Placement density heat map:
Scale: 4 px per um. 11 x 7 tiles, from dark blue (low) to red (high), 0 to 100% covered.
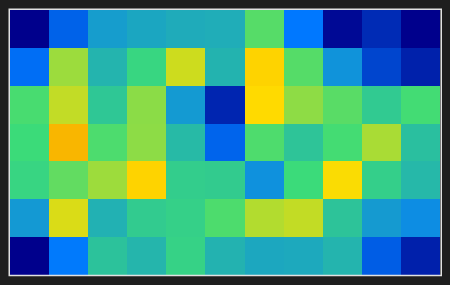
Cell placement:
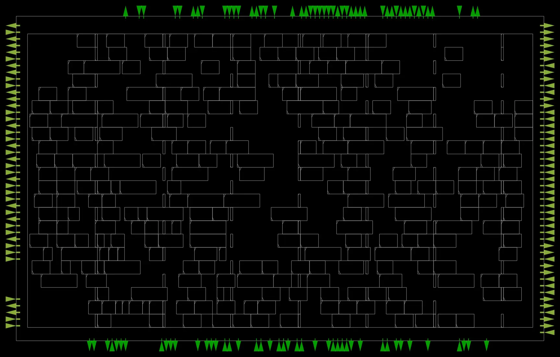
The metal 1 layer:
Scale: 6 px per um. Supply wires on this layer in grey.
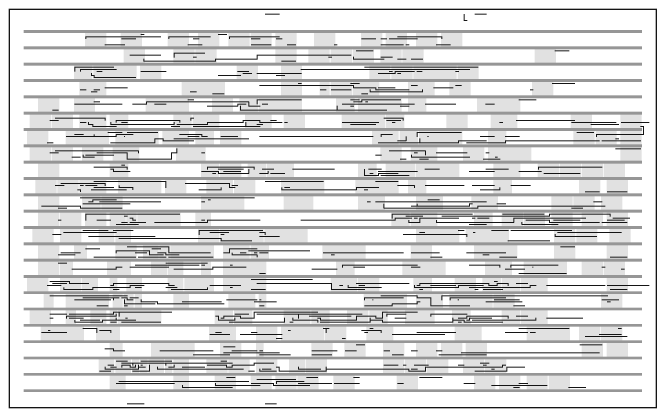
Placed cells, one colour a class:
Scale: 4 px per um.
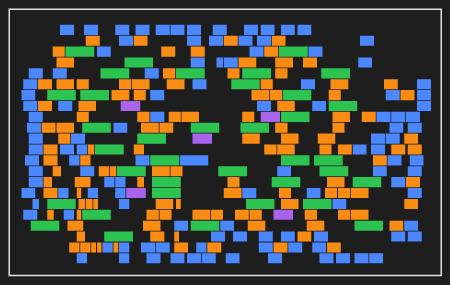
Wires at chosen ports, followed through buffers:
Scale: 3 px per um.
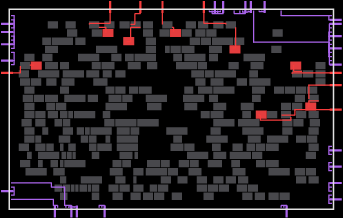
<file path="src/rtl/mem_arbiter_pkg.sv">
// rtl/mem_arbiter_pkg.sv - shared types and constants for the memory arbiter
package mem_arbiter_pkg;

    localparam int ADDR_W_DEF = 8;
    localparam int DATA_W_DEF = 24;

    // Port indices; also used as the owner / last-winner encoding
    localparam logic PORT_F = 1'b0;
    localparam logic PORT_D = 1'b1;

    typedef enum logic [1:0] {
        ST_IDLE  = 2'd0,
        ST_ISSUE = 2'd1,
        ST_RESP  = 2'd2
    } state_t;

endpackage

</file>
<file path="src/rtl/mem_arbiter_arb_pick.sv">
// rtl/mem_arbiter_arb_pick.sv - combinational two-input winner selector (MEM_ARBITER_ROUND_ROBIN_EN selects round-robin)
module arb_pick
    import mem_arbiter_pkg::*;
(
    input  logic       i_f_req,
    input  logic       i_d_req,
`ifdef MEM_ARBITER_ROUND_ROBIN_EN
    input  logic       i_prefer_d,
`endif
    output logic [1:0] o_win
);

    // One-hot winner; on contention the preferred port (or D, in fixed mode) wins
    always_comb begin
        o_win = 2'b00;
`ifdef MEM_ARBITER_ROUND_ROBIN_EN
        if (i_f_req && i_d_req) begin
            if (i_prefer_d) begin
                o_win[PORT_D] = 1'b1;
            end else begin
                o_win[PORT_F] = 1'b1;
            end
        end else if (i_d_req) begin
            o_win[PORT_D] = 1'b1;
        end else if (i_f_req) begin
            o_win[PORT_F] = 1'b1;
        end
`else
        if (i_d_req) begin
            o_win[PORT_D] = 1'b1;
        end else if (i_f_req) begin
            o_win[PORT_F] = 1'b1;
        end
`endif
    end

endmodule

</file>
<file path="src/rtl/mem_arbiter.sv">
// rtl/mem_arbiter.sv - two-port access sequencer for a single-port sync-read memory (MEM_ARBITER_ROUND_ROBIN_EN selects round-robin)
module mem_arbiter
    import mem_arbiter_pkg::*;
#(
    parameter int ADDR_W = ADDR_W_DEF,
    parameter int DATA_W = DATA_W_DEF
) (
    input  logic              i_clk,
    input  logic              i_reset,
    input  logic              i_f_req,
    input  logic              i_f_we,
    input  logic [ADDR_W-1:0] i_f_addr,
    input  logic [DATA_W-1:0] i_f_wdata,
    input  logic              i_d_req,
    input  logic              i_d_we,
    input  logic [ADDR_W-1:0] i_d_addr,
    input  logic [DATA_W-1:0] i_d_wdata,
    output logic              o_f_gnt,
    output logic              o_f_rvalid,
    output logic [DATA_W-1:0] o_f_rdata,
    output logic              o_d_gnt,
    output logic              o_d_rvalid,
    output logic [DATA_W-1:0] o_d_rdata,
    output logic              o_busy,
    output logic [ADDR_W-1:0] o_mem_address,
    output logic              o_mem_write_enable,
    output logic [DATA_W-1:0] o_mem_in,
    input  logic [DATA_W-1:0] i_mem_out
);

    state_t            r_state;
    state_t            w_next;
    logic              r_owner;
    logic              r_we;
    logic [ADDR_W-1:0] r_addr;
    logic [DATA_W-1:0] r_wdata;
    logic [1:0]        w_win;
    logic              w_take;

`ifdef MEM_ARBITER_ROUND_ROBIN_EN
    // Last winner; reset to D so that F is preferred first
    logic              r_rr_last;

    arb_pick u_pick (
        .i_f_req    (i_f_req),
        .i_d_req    (i_d_req),
        .i_prefer_d (r_rr_last == PORT_F),
        .o_win      (w_win)
    );
`else
    arb_pick u_pick (
        .i_f_req (i_f_req),
        .i_d_req (i_d_req),
        .o_win   (w_win)
    );
`endif

    // Requests are only considered while idle; a req left high rearbitrates there
    assign w_take = (r_state == ST_IDLE) && (|w_win);

    // State register
    always_ff @(posedge i_clk) begin
        if (i_reset) begin
            r_state <= ST_IDLE;
        end else begin
            r_state <= w_next;
        end
    end

    // Next state and per-state strobes
    always_comb begin
        w_next             = r_state;
        o_f_gnt            = 1'b0;
        o_d_gnt            = 1'b0;
        o_f_rvalid         = 1'b0;
        o_d_rvalid         = 1'b0;
        o_mem_write_enable = 1'b0;
        case (r_state)
            ST_IDLE: begin
                if (w_take) begin
                    w_next = ST_ISSUE;
                end
            end
            ST_ISSUE: begin
                o_f_gnt            = (r_owner == PORT_F);
                o_d_gnt            = (r_owner == PORT_D);
                o_mem_write_enable = r_we;
                w_next             = ST_RESP;
            end
            ST_RESP: begin
                o_f_rvalid = (r_owner == PORT_F);
                o_d_rvalid = (r_owner == PORT_D);
                w_next     = ST_IDLE;
            end
            default: begin
                w_next = ST_IDLE;
            end
        endcase
    end

    // Latch the winner's request fields; they drive the memory until the next win
    always_ff @(posedge i_clk) begin
        if (i_reset) begin
            r_owner <= PORT_F;
            r_we    <= 1'b0;
            r_addr  <= '0;
            r_wdata <= '0;
        end else if (w_take) begin
            if (w_win[PORT_D]) begin
                r_owner <= PORT_D;
                r_we    <= i_d_we;
                r_addr  <= i_d_addr;
                r_wdata <= i_d_wdata;
            end else begin
                r_owner <= PORT_F;
                r_we    <= i_f_we;
                r_addr  <= i_f_addr;
                r_wdata <= i_f_wdata;
            end
        end
    end

`ifdef MEM_ARBITER_ROUND_ROBIN_EN
    // Round-robin pointer follows each grant decision
    always_ff @(posedge i_clk) begin
        if (i_reset) begin
            r_rr_last <= PORT_D;
        end else if (w_take) begin
            r_rr_last <= w_win[PORT_D] ? PORT_D : PORT_F;
        end
    end
`endif

    assign o_busy        = (r_state != ST_IDLE);
    assign o_mem_address = r_addr;
    assign o_mem_in      = r_wdata;
    assign o_f_rdata     = i_mem_out;
    assign o_d_rdata     = i_mem_out;

endmodule
</file>
<file path="config.mk">
export PLATFORM = sky130hd
export DESIGN_NAME = mem_arbiter
export DESIGN_NICKNAME = d
export VERILOG_FILES = /design/src/rtl/mem_arbiter_pkg.sv /design/src/rtl/mem_arbiter_arb_pick.sv /design/src/rtl/mem_arbiter.sv
export SDC_FILE = /design/constraint.sdc
export NUM_CORES = 1
export LEC_CHECK = 0
export ABC_CLOCK_PERIOD_IN_PS = 2000
export CAP_MARGIN = 40
export CORE_ASPECT_RATIO = 0.6
export CORE_MARGIN = 2
export CORE_UTILIZATION = 36
export DETAILED_ROUTE_END_ITERATION = 6
export PLACE_DENSITY_LB_ADDON = 0.15
export SLEW_MARGIN = 40
export SYNTH_ARGS = -nofsm -noshare
export SYNTH_HDL_FRONTEND = slang
export SYNTH_SLANG_ARGS = --single-unit
</file>
<file path="constraint.sdc">
create_clock -name i_clk -period 2 [get_ports i_clk]
set_input_delay 0.3 -clock i_clk [delete_from_list [all_inputs] [get_ports i_clk]]
set_output_delay 0.3 -clock i_clk [all_outputs]
set_load 0.05 [all_outputs]
</file>
==> results.ini <==
[final_timing]
setup_viol_count_final = 0
fin_crit_sh_pct = 88.6
timing.slew.headroom_pct = 64.1
post_route_setup_tns_ns = 0
finalWorstSetupSlack_ns = 0.228
hold_violations = 0
worst_clock_skew_ns = 0.00192
hold-worst-slack_ns = 0.381

[power]
vdd.ir_drop.worst_uv = 345
netSwitchingPower_w = 0.000856
pwr_density_cell_nw_per_um2 = 732
pg_comb_w = 0.000971
total_power_w = 0.00229
pwr-share-seq_pct = 37.5
power-top-group = combinational logic
clock_net_power_w = 0.000460
power.clock.fraction_pct = 20.1

[finish]
most-common-layout-cells = sky130_fd_sc_hd__clkdlybuf4s50_1 (99), sky130_fd_sc_hd__dfxtp_1 (36), sky130_fd_sc_hd__mux2i_1 (33)
non_filler_cells_final = 358
layout.clock_buffers = 5
n_antenna_cell = 0
regArea_um2 = 721
nonClockBufferCount = 116
logic_gates = 114
top_area_cell_class = buffers
layout.nets = 370
seq_share_pct = 23.0

[route]
wl_met2_um = 2330
wl_met1_um = 2570
postRouteAntennaNets = 0
residual_drc = 0

[placement]
placed_area_um2 = 3060
port_buffers = 107
gp_congestion = 0.640

[floorplan]
fp-utilization_pct = 37.6
io_pins = 180
rows = 22
fp.dieH_um = 66.2
chipWidth_um = 108
fp.dieArea_um2 = 7120

[worst_setup_path]
critical_path_maximum_fanout = 2
path_class = flop to output pin
cp_cell_sequence = clkdlybuf4s50_1
setup.worst_path.end_class = output pin

[clock_tree]
clk_sink_count = 36
worst_setup_hold_path_clk_slew_ns = 0.06
tritoncts = yes
cts_hold_buf = 0
clk_root_buffer_cell = sky130_fd_sc_hd__clkbuf_8
post_cts_repair_resize_count = 0

[yosys]
synth-warning-count = 0
synth_sequential_area_ratio_pct = 31.1
postSynthRegisterBits = 36
ys_types = 22

[hold_path]
hold_path.class = primary input to flop

[flow_run]
warning_count = 26

[global_route]
antenna_found_initial = 0
first_global_vias = 1727
grt_remaining_overflow = 0
grt_first_pass_wirelength_um = 8660
grt_max_degree = 22

[outcome]
status = complete, no violations

About 'placement density heat map':
The emptiest ninth of the die: north-east. The fullest tile reaches 79%. The densest ninth of the die: west.

About 'cell placement':
number of tap cells inserted: 84
number of fill cells: 577
fraction of the core area covered by cells at the end of the flow: 50.7%

About 'the metal 1 layer':
The layer holds 46% of the routed length. The longest straight run is 29.0 um. The layer carries 2570 um of wire. The wires run mostly horizontal. 293 nets have wire on it.

About 'placed cells, one colour a class':
Green shows registers, cells 36, share of their area 24%. Purple shows clock-net drivers, cells 5, share of their area 2.3%. Blue shows remaining buffers and delay cells, cells 116, share of their area 37%. Orange shows remaining logic cells, cells 117, share of their area 37%.

About 'wires at chosen ports, followed through buffers':
Purple shows o_d_rdata, bits 24, direction output, edge 9 east, 5 south, 5 west, 5 north, end cells 0, buffers 0, wire 231 um. Red shows i_d_addr, bits 8, direction input, edge 4 north, 3 east, 1 west, end cells 8, buffers 8, wire 133 um.

-- final timing paths --
| check | startpoint | endpoint | slack, ns | depth (start not counted) |
|---|---|---|---|---|
| setup / recovery | o_mem_in[3]$_SDFFE_PP0P_ | o_mem_in[3] | 0.23 | 1 |
| hold / removal | i_d_req | r_state[0]$_SDFFE_PP0P_ | 0.38 | 3 |
| setup reg to reg | r_state[0]$_SDFFE_PP0P_ | o_mem_in[22]$_SDFFE_PP0P_ | 0.73 | 5 |
| hold reg to reg | o_mem_in[6]$_SDFFE_PP0P_ | o_mem_in[6]$_SDFFE_PP0P_ | 0.52 | 2 |
-- worst reg2reg max path, stage by stage (launching register included) --
cell,delay (ns)
sky130_fd_sc_hd__dfxtp_1,0.35
sky130_fd_sc_hd__nor2_4,0.15
sky130_fd_sc_hd__inv_2,0.08
sky130_fd_sc_hd__nor2_4,0.11
sky130_fd_sc_hd__buf_4,0.33
sky130_fd_sc_hd__a211oi_2,0.13
-- kinds of logic after synthesis --
family,Yosys count,share of synthesized area [%]
and+or+nand+nor,13,3.45
buffers and inverters,69,21.6
muxes,33,14.2
AOI/OAI and AO/OA,68,29.6
DFF,36,31.1
-- registers in the layout, indices dropped and copies added (netlist names) --
| name | flops |
|---|---|
| r_we | 1 |
| o_mem_address | 8 |
| r_state | 2 |
| o_mem_in | 24 |
| r_owner | 1 |
-- synthesized netlist by cell type, drive strengths merged --
cell     n  area, um2
or2      1       6.26
o21ai    1       5.00
nor3b    2       15.0
nor3     1       5.00
inv      3       11.3
dfxtp   36        721
buf     59        449
nor2     7       43.8
nand2    1       3.75
mux2i   33        330
nand2b   1       6.26
clkbuf   7       41.3
a21oi   34        283
a211oi  33        398
Power and IR drop assume default switching activity.
